[src/rtl/mips_lsu_pkg.sv]
// Shared types and decode helpers for the MIPS load/store unit.
package mips_lsu_pkg;

  typedef enum logic [3:0] {
    LB  = 4'd0,
    LBU = 4'd1,
    LH  = 4'd2,
    LHU = 4'd3,
    LW  = 4'd4,
    LWL = 4'd5,
    LWR = 4'd6,
    SB  = 4'd8,
    SH  = 4'd9,
    SW  = 4'd10
  } lsu_op_t;

  typedef enum logic [2:0] {
    IDLE,
    RD_ISSUE,
    RD_WAIT,
    WR_ISSUE,
    ERR
  } lsu_state_t;

  function automatic logic is_load(input logic [3:0] op);
    return op <= 4'd6;
  endfunction

  function automatic logic is_store(input logic [3:0] op);
    return (op >= 4'd8) && (op <= 4'd10);
  endfunction

  function automatic logic misaligned(input logic [3:0] op, input logic [1:0] b);
    case (lsu_op_t'(op))
      LH, LHU, SH: return b[0];
      LW, SW:      return b != 2'b00;
      default:     return 1'b0;
    endcase
  endfunction

endpackage

[src/rtl/mips_lsu_load_fmt.sv]
// Combinational load formatter: picks bytes out of a big-endian word, extends, or merges with rt.
module mips_lsu_load_fmt
  import mips_lsu_pkg::*;
(
  input  logic [3:0]  op_i,
  input  logic [1:0]  b_i,
  input  logic [31:0] w_i,
  input  logic [31:0] rt_old_i,
  output logic [31:0] result_o
);

  logic [4:0]  lsh;
  logic [4:0]  rsh;
  logic [31:0] w_shr;
  logic [7:0]  byte_v;
  logic [15:0] half_v;
  logic [31:0] keep_l;
  logic [31:0] keep_r;

  always_comb begin
    // Byte offset b sits 8*(3-b) bits up from the bottom of the word.
    lsh    = {b_i, 3'b000};
    rsh    = {~b_i, 3'b000};
    w_shr  = w_i >> rsh;
    byte_v = w_shr[7:0];
    half_v = b_i[1] ? w_i[15:0] : w_i[31:16];
    keep_l = ~(32'hFFFF_FFFF << lsh);
    keep_r = ~(32'hFFFF_FFFF >> rsh);
    result_o = 32'd0;
    case (lsu_op_t'(op_i))
      LB:      result_o = {{24{byte_v[7]}}, byte_v};
      LBU:     result_o = {24'd0, byte_v};
      LH:      result_o = {{16{half_v[15]}}, half_v};
      LHU:     result_o = {16'd0, half_v};
      LW:      result_o = w_i;
      LWL:     result_o = (w_i << lsh) | (rt_old_i & keep_l);
      LWR:     result_o = w_shr | (rt_old_i & keep_r);
      default: result_o = 32'd0;
    endcase
  end

endmodule

[src/rtl/mips_lsu.sv]
// Load/store initiator: one request -> one word-aligned bus access; response 3 edges after accept
// for loads, 2 for stores, 1 for errors. Single outstanding request; req_ready only in IDLE.
module mips_lsu
  import mips_lsu_pkg::*;
#(
  parameter int ADDR_W = 32,
  parameter int DATA_W = 32
) (
  input  logic              clk,
  input  logic              reset,
  input  logic              req_valid,
  output logic              req_ready,
  input  logic [3:0]        req_op,
  input  logic [ADDR_W-1:0] req_addr,
  input  logic [DATA_W-1:0] req_store_data,
  input  logic [DATA_W-1:0] req_rt_old,
  output logic              resp_valid,
  output logic [DATA_W-1:0] resp_data,
  output logic              resp_err,
  output logic [ADDR_W-1:0] mem_address,
  output logic              mem_read,
  output logic              mem_write,
  output logic [3:0]        mem_byteenable,
  output logic [DATA_W-1:0] mem_writedata,
  input  logic [DATA_W-1:0] mem_readdata
);

  lsu_state_t        state_q;
  logic [3:0]        op_q;
  logic [1:0]        b_q;
  logic [DATA_W-1:0] rt_old_q;
  logic              resp_valid_q;
  logic              resp_err_q;
  logic [DATA_W-1:0] resp_data_q;
  logic [ADDR_W-1:0] mem_address_q;
  logic              mem_read_q;
  logic              mem_write_q;
  logic [3:0]        mem_be_q;
  logic [DATA_W-1:0] mem_wd_q;
  logic [3:0]        st_be_d;
  logic [DATA_W-1:0] st_wd_d;
  logic [DATA_W-1:0] load_result;
  logic              req_bad;

  assign req_ready = (state_q == IDLE) && !reset;
  assign req_bad   = misaligned(req_op, req_addr[1:0]) || !(is_load(req_op) || is_store(req_op));

  // Store lanes: bus lane k carries byte offset 3-k.
  always_comb begin
    st_be_d = 4'b0000;
    st_wd_d = '0;
    case (lsu_op_t'(req_op))
      SB: begin
        st_wd_d = {4{req_store_data[7:0]}};
        st_be_d = 4'b0001 << (~req_addr[1:0]);
      end
      SH: begin
        st_wd_d = {2{req_store_data[15:0]}};
        st_be_d = req_addr[1] ? 4'b0011 : 4'b1100;
      end
      SW: begin
        st_wd_d = req_store_data;
        st_be_d = 4'b1111;
      end
      default: ;
    endcase
  end

  mips_lsu_load_fmt u_load_fmt (
    .op_i     (op_q),
    .b_i      (b_q),
    .w_i      (mem_readdata),
    .rt_old_i (rt_old_q),
    .result_o (load_result)
  );

  always_ff @(posedge clk) begin
    if (reset) begin
      state_q       <= IDLE;
      op_q          <= 4'd0;
      b_q           <= 2'd0;
      rt_old_q      <= '0;
      resp_valid_q  <= 1'b0;
      resp_err_q    <= 1'b0;
      resp_data_q   <= '0;
      mem_address_q <= '0;
      mem_read_q    <= 1'b0;
      mem_write_q   <= 1'b0;
      mem_be_q      <= 4'b0000;
      mem_wd_q      <= '0;
    end else begin
      case (state_q)
        IDLE: begin
          resp_valid_q <= 1'b0;
          resp_err_q   <= 1'b0;
          resp_data_q  <= '0;
          if (req_valid) begin
            op_q     <= req_op;
            b_q      <= req_addr[1:0];
            rt_old_q <= req_rt_old;
            if (req_bad) begin
              state_q      <= ERR;
              resp_valid_q <= 1'b1;
              resp_err_q   <= 1'b1;
            end else if (is_load(req_op)) begin
              state_q       <= RD_ISSUE;
              mem_read_q    <= 1'b1;
              mem_address_q <= {req_addr[ADDR_W-1:2], 2'b00};
              mem_be_q      <= 4'b1111;
            end else begin
              state_q       <= WR_ISSUE;
              mem_write_q   <= 1'b1;
              mem_address_q <= {req_addr[ADDR_W-1:2], 2'b00};
              mem_be_q      <= st_be_d;
              mem_wd_q      <= st_wd_d;
            end
          end
        end
        RD_ISSUE: begin
          state_q       <= RD_WAIT;
          mem_read_q    <= 1'b0;
          mem_address_q <= '0;
          mem_be_q      <= 4'b0000;
        end
        RD_WAIT: begin
          state_q      <= IDLE;
          resp_valid_q <= 1'b1;
          resp_data_q  <= load_result;
        end
        WR_ISSUE: begin
          state_q       <= IDLE;
          mem_write_q   <= 1'b0;
          mem_address_q <= '0;
          mem_be_q      <= 4'b0000;
          mem_wd_q      <= '0;
          resp_valid_q  <= 1'b1;
          resp_data_q   <= '0;
        end
        ERR: begin
          state_q      <= IDLE;
          resp_valid_q <= 1'b0;
          resp_err_q   <= 1'b0;
        end
        default: state_q <= IDLE;
      endcase
    end
  end

  assign resp_valid     = resp_valid_q;
  assign resp_err       = resp_err_q;
  assign resp_data      = resp_data_q;
  assign mem_address    = mem_address_q;
  assign mem_read       = mem_read_q;
  assign mem_write      = mem_write_q;
  assign mem_byteenable = mem_be_q;
  assign mem_writedata  = mem_wd_q;

endmodule

[config.mk]
export PLATFORM = sky130hd
export DESIGN_NAME = mips_lsu
export DESIGN_NICKNAME = d
export VERILOG_FILES = /design/src/rtl/mips_lsu_pkg.sv /design/src/rtl/mips_lsu_load_fmt.sv /design/src/rtl/mips_lsu.sv
export SDC_FILE = /design/constraint.sdc
export NUM_CORES = 1
export LEC_CHECK = 0
export CAP_MARGIN = 40
export CORE_UTILIZATION = 47
export DETAILED_ROUTE_END_ITERATION = 10
export GPL_TIMING_DRIVEN = 0
export HOLD_SLACK_MARGIN = 0.1
export PLACE_DENSITY = 0.82
export SLEW_MARGIN = 20
export SYNTH_ARGS = -nofsm -noshare
export SYNTH_HDL_FRONTEND = slang
export SYNTH_HIERARCHICAL = 1
export SYNTH_SLANG_ARGS = --single-unit
[constraint.sdc]
create_clock -name clk -period 2.4 [get_ports clk]
set_clock_uncertainty 0.15 [all_clocks]
set_input_delay 0.48 -clock clk [delete_from_list [all_inputs] [get_ports clk]]
set_output_delay 0.48 -clock clk [all_outputs]
set_load 0.02 [all_outputs]
==> out/results.txt, run 1 <==
P_sw: 2.02 mW
HP Start: mem_byteenable[3]
I/O pin cnt: 240
DPL Wire Length: 18900 um
hold depth: 2
Core Box Area: 15100 um2
DRT Wirelength: 26000 um
endpoint class of the critical path: register
initial antenna violation count: 5
CP max FO: 5
reg-to-reg startpoint: op_q[3]
layout cells sized above 1: 14.3%
DR vias/cell: 6.05
final instance area: 10600 um2
WS Path Type: primary input to register
r2r worst-path depth: 8
failing checks: setup timing
fin nets: 1215
routability cong.: 1.00
setup ws final: -0.0433 ns
DR iter-0 viols: 867
status: finished, violations left
Worst setup SP type: primary input
Yosys chip area: 7270 um2
Crit path largest cell delay: 0.54 ns
total power: 6.57 mW
final std cells w/o fill: 1282
fin. max-slew vios: 0
Post-DP Area: 9860 um2
largest net degree at the start of global routing: 17
Least-Margin Pin Slew: 0.825 ns
first-pass GRT wire length: 39300 um
min Tclk post-route: 2.44 ns
CTS tree: built
Vias: 7756
leakage: 3.93 nW
HP Class: register to register
H-tree depth: 4
Synth flops: 143
num rows: 45
Max Cap Violations: 0
OpenROAD warning count: 26
Synth top cells by count: dfxtp_1, nand2_1, nor2_1
worst hold slack: 0.305 ns
Placed Instances: 1236
FP Util: 48.0%
Detail Route Antenna Nets: 0
clock-pin slew on the worst setup and hold paths: 0.06 ns
final hold viol count: 0
Cell area leaders: dfxtp_1, mux2i_1, nand2_1
Post-CTS Setup Inserts: 2
Seq share, synth: 39.4%
vias in the first global route: 7376
crit path DRT: 2.54 ns
Top cell area share: 39.4%
Combinational Power Share: 23.5%
final-report setup violation count: 2
R2R Path End: resp_data[7]
fmax: 409 MHz
yosys xor share: 0%
ordered cell list for the critical path: clkdlybuf4s50_1 > mux4_2 > buf_4 > a222oi_1 > nand2_1 > a22oi_1 > nor2_1
Final Cycle Share: 102%
adder share: 0%
==> run 1: cell type report <==
type | count | area, um2
fill | 1170 | 4510
multi-input combinational | 584 | 4050
sequential | 143 | 2870
timing repair buffer | 251 | 2460
buffer | 75 | 439
clock buffer | 17 | 425
tap | 188 | 235
clock inverter | 15 | 124
inverter | 8 | 30.0
antenna | 1 | 2.50
==> run 1: metal layers <==
metal | part of all wire, % | track usage [%]
met1 | 38 | 37.4
met2 | 45 | 51.0
met3 | 12 | 12.2
met4 | 5.2 | 18.1
met5 | 0.092 | 0
==> run 1: registers in the layout, summed over array words and instances (netlist names), 2 cells and up <==
register,cells
b_q,2
mem_address,30
mem_byteenable,4
mem_writedata,32
op_q,4
resp_data,32
rt_old_q,32
state_q,3
==> run 1: worst max-delay path by stage <==
stage	startpoint	to	slack, ns	cells after the start
final	mem_readdata[31]	resp_data[31]	-0.04	7
after global placement	mem_readdata[7]	resp_data[12]	-0.50	8
after floorplan	reset	req_ready	0.26	3
after global routing	req_op[3]	mem_address[28]	-0.03	9
after CTS	req_op[2]	mem_address[28]	0.003	9
after detailed placement	mem_readdata[7]	resp_data[14]	-0.55	8
==> run 1: power by group through the flow <==
stage | Combinational, mW | Sequential (mW) | Clock, mW
after global placement | 1.42 | 2.60 | 0
after global routing | 1.63 | 2.57 | 2.61
after CTS | 1.46 | 2.56 | 2.49
final | 1.55 | 2.56 | 2.47
after detailed placement | 1.44 | 2.61 | 0
after floorplan | 0.755 | 2.66 | 0
==> run 1: logic make-up after synthesis <==
group,count (synthesis)
buffers and inverters,85
AND-OR/OR-AND,225
AND/OR/NAND/NOR,260
multiplexers,97
other,1
flip-flops,143
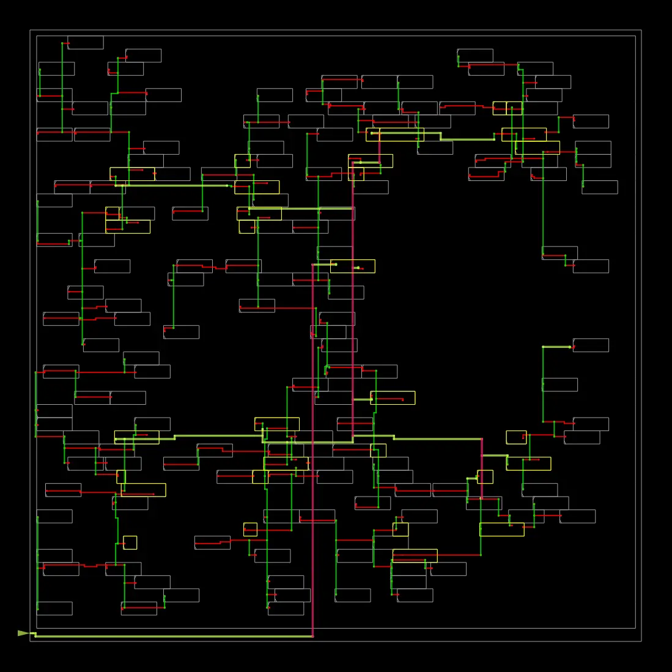
Run 1: clock nets
flop count: 143
clk latency late pin: 0.42 ns
TritonCTS buffer count: 17

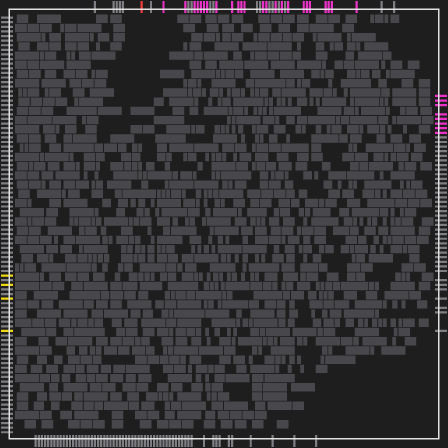
Run 1: I/O pins on the die edge
Pins as bars across the die edge, other pins in gray.
port	color	pins	direction	edge
`req_op`	yellow	4	input	left
`resp_data`	magenta	32	output	24 top, 8 right
`resp_valid`	red	1	output	top
die height: 126 um
IO Port Bufs: 235
Die X: 126 um

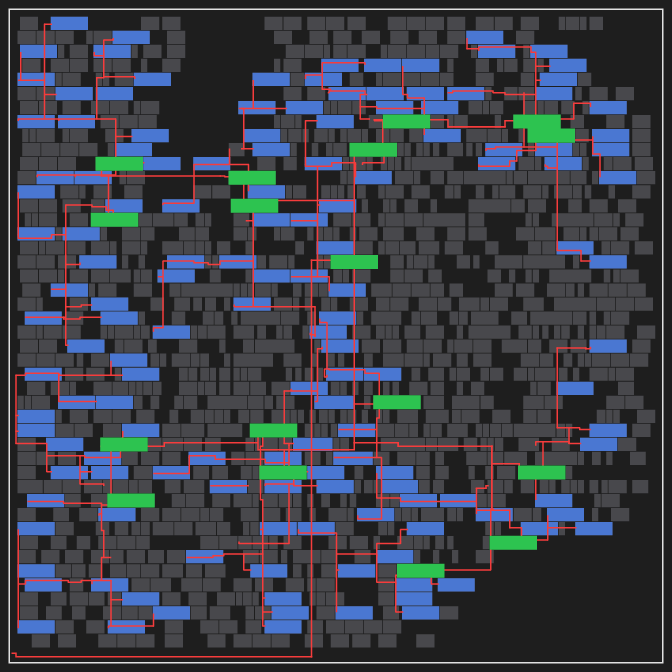
Run 1: clock wires, drivers and flops
[clock wires] red | length: 1760 um
[flip-flops] blue | count: 143
[clock-net drivers] green | count: 17
flops lie	all over the die
Clock power frac: 37.5%
Clk power: 2.47 mW

## Run 2: what changed since run 1
- CORE_MARGIN: default -> 2
- GPL_TIMING_DRIVEN: 0 -> default
==> run 2 against run 1 <==
The flow now finishes without violations; highest routed layer unchanged; largest power group unchanged; critical path type unchanged; fmax increased by 6.1%; largest cell class unchanged; routed wire length shrank 1.1%; clock power grew 4%; sequential share of layout area down 0.45 points; first-iteration DRC count fell by 16%; register-to-register slack better by 0.12 ns.
==> out/results.txt, run 2 <==
Final Cycle Share: 96.0% (-5.8 points)
final hold viol count: 0 (unchanged)
final instance area: 10800 um2 (+1.7%)
leakage: 4.03 nW (+2.5%)
sequential share of power: 38.6%
Max Cap Violations: 0 (unchanged)
ordered cell list for the critical path: clkdlybuf4s50_1 > and3b_1 > o31ai_4 > a2111oi_4 > buf_4 > buf_8 > mux2i_1 > nor2_1
Combinational Power Share: 22.9% (-0.6 points)
Synth top cells by count: dfxtp_1, nand2_1, nor2_1
final std cells w/o fill: 1274 (-0.62%)
vias in the first global route: 7474 (+1.3%)
Least-Margin Pin Slew: 0.532 ns (-0.293 ns)
HP Class: register to register
Seq share, synth: 39.4% (unchanged)
P_sw: 1.98 mW (-2.2%)
OpenROAD warning count: 26 (unchanged)
status: complete, no violations
Register Area: 2870 um2 (about the same)
WS Path Type: primary input to register
Cell Type Count: 65
adder share: 0% (unchanged)
crit path DRT: 2.56 ns (+0.02 ns)
Post-DP Area: 10200 um2 (+3.4%)
first-pass GRT wire length: 38900 um (-1.0%)
Top Consumer: registers
I/O pin cnt: 240 (unchanged)
final-report setup violation count: 0 (-2)
DR vias/cell: 6.00 (-0.77%)
layout cells sized above 1: 15.5% (+1.2 points)
Multi-In Gates: 584 (unchanged)
Clock power frac: 38.5% (+1.0 points)
fmax: 434 MHz (+6.1%)
min Tclk post-route: 2.30 ns (-0.140 ns)
fillers: 1094 (-6.5%)
initial antenna violation count: 5 (unchanged)
setup ws final: 0.0962 ns (+0.140 ns)
Tapcells: 188 (unchanged)
logic share of the area: 37.0% (-1.1 points)
fin. max-slew vios: 0 (unchanged)
clock-pin slew on the worst setup and hold paths: 0.06 ns (about the same)
routability cong.: 0.913 (-9.1%)
clk latency late pin: 0.42 ns (about the same)
bufs w/o clock: 319 (-2.1%)
Worst setup SP type: primary input
yosys xor share: 0% (unchanged)
Biggest Area Class: combinational gates
Placed Instances: 1239 (+0.24%)
DRT Wirelength: 25700 um (-1.1%)
largest net degree at the start of global routing: 52 (+35)
worst hold slack: 0.311 ns (+0.00617 ns)
Cell area leaders: dfxtp_1, mux2i_1, nand2_1
endpoint class of the critical path: register
Seq/total area: 26.5% (-0.45 points)
buffering overhead: 28.7% (+1.4 points)
Detail Route Antenna Nets: 0 (unchanged)
Seq group: 2.58 mW (about the same)
Worst EP arrival: 2.46 ns
TritonCTS buffer count: 17 (unchanged)
fin nets: 1208 (-0.58%)
DR iter-0 viols: 728 (-16%)
DPL Wire Length: 18100 um (-4.1%)
## run 2: cell types whose count changed in the layout (fill, tap and decap cells not counted), sizes merged
cell and delta:
inv -4, diode -1, clkinv +1, bufinv +1, clkbuf -34, clkdlybuf4s50 +5, dlygate4sd2 -4, buf +27
clkinvlp +1
## run 2: metrics by stage
| stage | setup TNS [ns] | power, mW | util [%] |
|---|---|---|---|
| finish | 0 | 6.69 | 71.5 |
| global route | 0 | 6.92 | 71.5 |
| CTS | 0 | 6.67 | 71.1 |
| detailed placement | -18.96 | 4.11 | 67.3 |
| global placement | -18.50 | 4.08 | 67.1 |
| floorplan | 0 | 3.41 | - |
## run 2: kinds of logic after synthesis
| family | count (synthesis) |
|---|---|
| AND/OR/NAND/NOR | 260 |
| flip-flops | 143 |
| AND-OR/OR-AND | 225 |
| other | 1 |
| buffers and inverters | 85 |
| multiplexers | 97 |
## run 2: per-layer routing
layer  global-route usage [%]  routed length [um]  up-vias
met1                     35.8                9890     3627
met2                     49.7               12100      457
met4                     13.3                 860        4
li1                         -                   -     3496
met3                     10.8                2820       64
met5                        0                  25        -
## run 2: path summary, 6_finish.rpt
path | startpoint | endpoint | slack (ns) | cells past startpoint
worst min register to register | mem_byteenable[2] | mem_byteenable[2] | 0.31 | 2
worst max-delay path | req_op[1] | mem_address[6] | 0.1 | 8
worst max register to register | b_q[1] | resp_data[15] | 0.11 | 6
worst min-delay path | mem_byteenable[2] | mem_byteenable[2] | 0.31 | 2
## run 2: what timing repair did
item / in CTS / in global routing
setup endpoints to repair: 1 / 11
setup buffers: 0 / 1
cloned: 0 / 2
resized: 1 / 6
## run 2: worst min-delay path, cell delays in order, from the launching register on
cell and delay [ns]:
dfxtp_1 0.32, nand2_1 0.05, o21ai_1 0.05
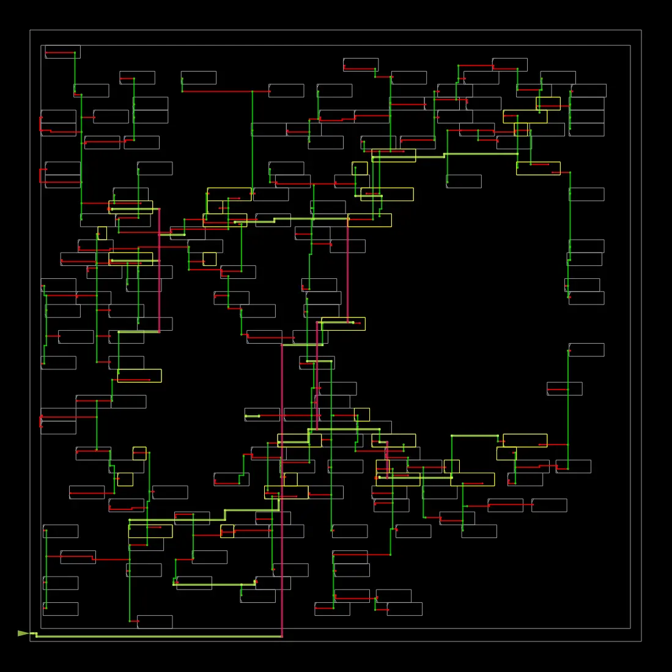
Run 2: clock nets
Clk power: 2.57 mW
CLK BUF: 18
Sink Count: 143

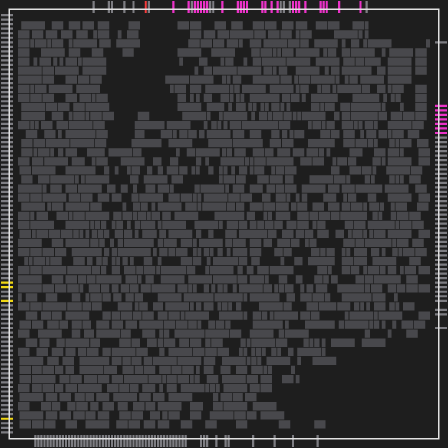
Run 2: I/O pins on the die edge
Pins as bars across the die edge, other pins in gray.
port	color	pins	direction	edge
`resp_valid`	red	1	output	top
`req_op`	yellow	4	input	left
`resp_data`	magenta	32	output	25 top, 7 right
IO Port Bufs: 237
die height: 128 um
Die X: 128 um

## Run 3: what changed since run 2
- CELL_PAD_IN_SITES_DETAIL_PLACEMENT: default -> 1
- CELL_PAD_IN_SITES_GLOBAL_PLACEMENT: default -> 1
- CORE_UTILIZATION: 47 -> 34
- PLACE_DENSITY: 0.82 -> default
- PLACE_DENSITY_LB_ADDON: default -> 0.1
==> run 3 against run 2 <==
Routed wire length rose by 4.4%; cell count rose by 7.3%; clock power rose by 2%; first-iteration DRC count fell by 50%; critical path depth fell by 2; core utilization fell by 19 points.
==> out/results.txt, run 3 <==
status: complete, no violations
dominant logic cell type in the layout: clkdlybuf4s50_1
HP Class: register to register
Rel. slew slack: 48.9%
Worst EP arrival: 2.45 ns (about the same)
Reg2Reg Setup Slack: 0.1 ns (about the same)
endpoint class of the critical path: register
hold buffers post-CTS: 0
layout cells sized above 1: 15.8% (+0.28 points)
final-report setup violation count: 0 (unchanged)
Least-Margin Pin Slew: 0.766 ns (+0.235 ns)
Combinational Power Share: 23.0% (about the same)
Post-Synthesis Cells: 811
WS Path Type: register to register
Seq share, synth: 39.4% (unchanged)
clk latency late pin: 0.42 ns (about the same)
cts repair resizes: 1 (unchanged)
fmax: 435 MHz (+0.13%)
Top Consumer: clock
Comb. pwr: 1.55 mW
most instantiated library cell after synthesis: dfxtp_1
crit path DRT: 2.55 ns (about the same)
min Tclk post-route: 2.30 ns (-0.00290 ns)
DRT Wirelength: 26800 um (+4.4%)
Worst setup SP type: register
Cell Type Count: 65 (unchanged)
Synth top cells by count: dfxtp_1, nand2_1, nor2_1
drt drc: 0
Yosys chip area: 7270 um2
Sink Count: 143 (unchanged)
Cell area leaders: dfxtp_1, mux2i_1, nand2_1
OpenROAD warning count: 27 (+3.8%)
total power: 6.76 mW (+1.0%)
gr busiest metal: met2
number of enable flip-flop cells: 0
final hold viol count: 0 (unchanged)
fin nets: 1214 (+0.50%)
DPL Wire Length: 19900 um (+9.5%)
sequential share of power: 38.1% (-0.5 points)
IO Port Bufs: 237 (unchanged)
clock-pin slew on the worst setup and hold paths: 0.07 ns (about the same)
Detail Route Antenna Nets: 0 (unchanged)
routability cong.: 0.904 (-0.98%)
die height: 150 um (+17%)
clock tree buffer depth: 2
WP buf/inv: 1
TritonCTS buffer count: 17 (unchanged)
DR iter-0 viols: 361 (-50%)
num rows: 53
antenna cells: 0
ys async rst share: 0%
Switching Fraction: 30.1%
first-pass GRT wire length: 41500 um (+6.6%)
fin. max-slew vios: 0 (unchanged)
Synth area leader: dfxtp_1
P_sw: 2.04 mW (+3.0%)
Max Cap Violations: 0 (unchanged)
Die X: 150 um (+17%)
setup tns final: 0 ns (unchanged)
I/O pin cnt: 240 (unchanged)
leakage: 4.08 nW (+1.3%)
dominant synthesized flop cell: dfxtp_1
FP Util: 34.6%
vias in the first global route: 7696 (+3.0%)
ordered cell list for the critical path: buf_12 > mux4_2 > a221oi_1 > nand2_1 > a22oi_1 > nor2_1
Worst path slowest cell: dfxtp_2
Post-CTS Setup Inserts: 0 (unchanged)
M2 GR Usage: 39.5% (-10 points)
DR vias/cell: 5.39 (-10%)
met3 Usage GRT: 6.52% (-4.3 points)
H-tree depth: 4
Seq group: 2.58 mW (about the same)
Final Cycle Share: 95.9% (-0.12 points)
largest net degree at the start of global routing: 41 (-21%)
initial antenna violation count: 1 (-4)
Initial DRT Pass Iterations: 6
met1 usage: 28.6% (-7.2 points)
run 3: cell types whose count changed in the layout (fill, tap and decap cells not counted), sizes merged:
cell	before	now
buf	82	89
clkbuf	19	18
clkinvlp	6	3
inv	11	14
run 3: worst register-to-register path, delay by kind of cell (launching register included):
kind	cells	cell delay (ns)
AND-OR/OR-AND	2	0.65
buffers and inverters	1	0.21
flip-flops	1	0.50
multiplexers	1	0.51
AND/OR/NAND/NOR	2	0.16
run 3: cells by family after synthesis:
kind of cell / after synthesis / synth area share (%)
buffers and inverters: 85 / 5.75
other: 1 / 0.0516
multiplexers: 97 / 16.0
flip-flops: 143 / 39.4
AND/OR/NAND/NOR: 260 / 15.7
AND-OR/OR-AND: 225 / 23.1
run 3: worst paths after layout:
| path | startpoint | endpoint | depth (start not counted) |
|---|---|---|---|
| worst max-delay path | b_q[0] | resp_data[16] | 6 |
| worst min-delay path | rt_old_q[1] | rt_old_q[1] | 2 |
| worst max register to register | b_q[0] | resp_data[16] | 6 |
| worst min register to register | rt_old_q[1] | rt_old_q[1] | 2 |
run 3: stage by stage:
stage	cell area, um2	setup WS, ns	hold slack, ns	utilization [%]	cells
after detailed placement	10400	-0.299	0.292	49.7	1335
after CTS	11000	0.0688	0.310	52.4	1367
final	11000	0.0991	0.304	52.4	1367
after global routing	11000	-0.0415	0.321	52.4	1367
after floorplan	7270	0.262	0.283	-	812
after global placement	10400	-0.221	0.289	49.7	1335
run 3: cell type report:
class | count | area [um2]
flip-flops and latches | 143 | 2870
clock inverters | 14 | 153
clock buffers | 18 | 429
fillers | 2391 | 10000
multi-input cells | 584 | 4000
well taps | 275 | 344
inverters | 8 | 30.0
repair buffers | 325 | 3200
run 3: layer usage:
layer,up-vias,share of wire (%)
met5,-,0.048
met4,2,3.9
met3,50,6.7
met2,242,48
met1,3558,41
li1,3511,-
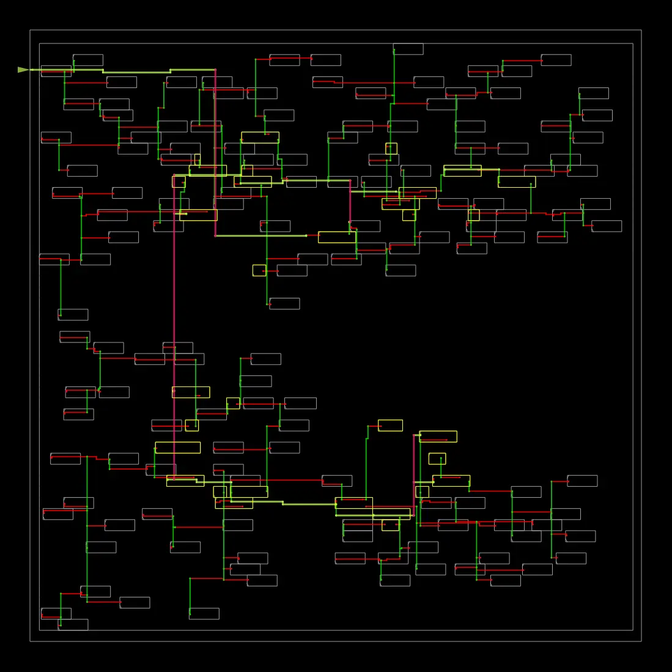
Run 3: clock nets
Clk power: 2.63 mW

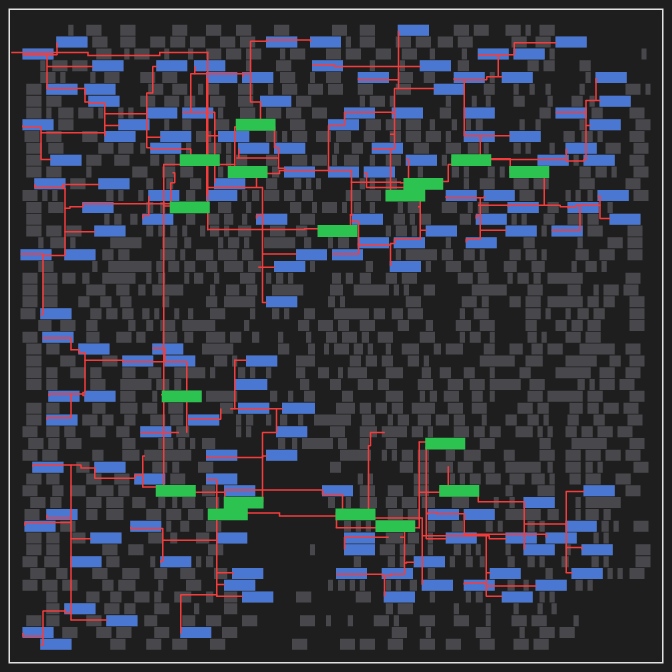
Run 3: clock wires, drivers and flops
[flip-flops] blue | count: 143
[clock wires] red | length: 1990 um
[clock-net drivers] green | count: 17
flops lie	all over the die
routed clock nets	18
Clock power frac: 38.9%

Power is estimated from default activity; no workload was simulated.
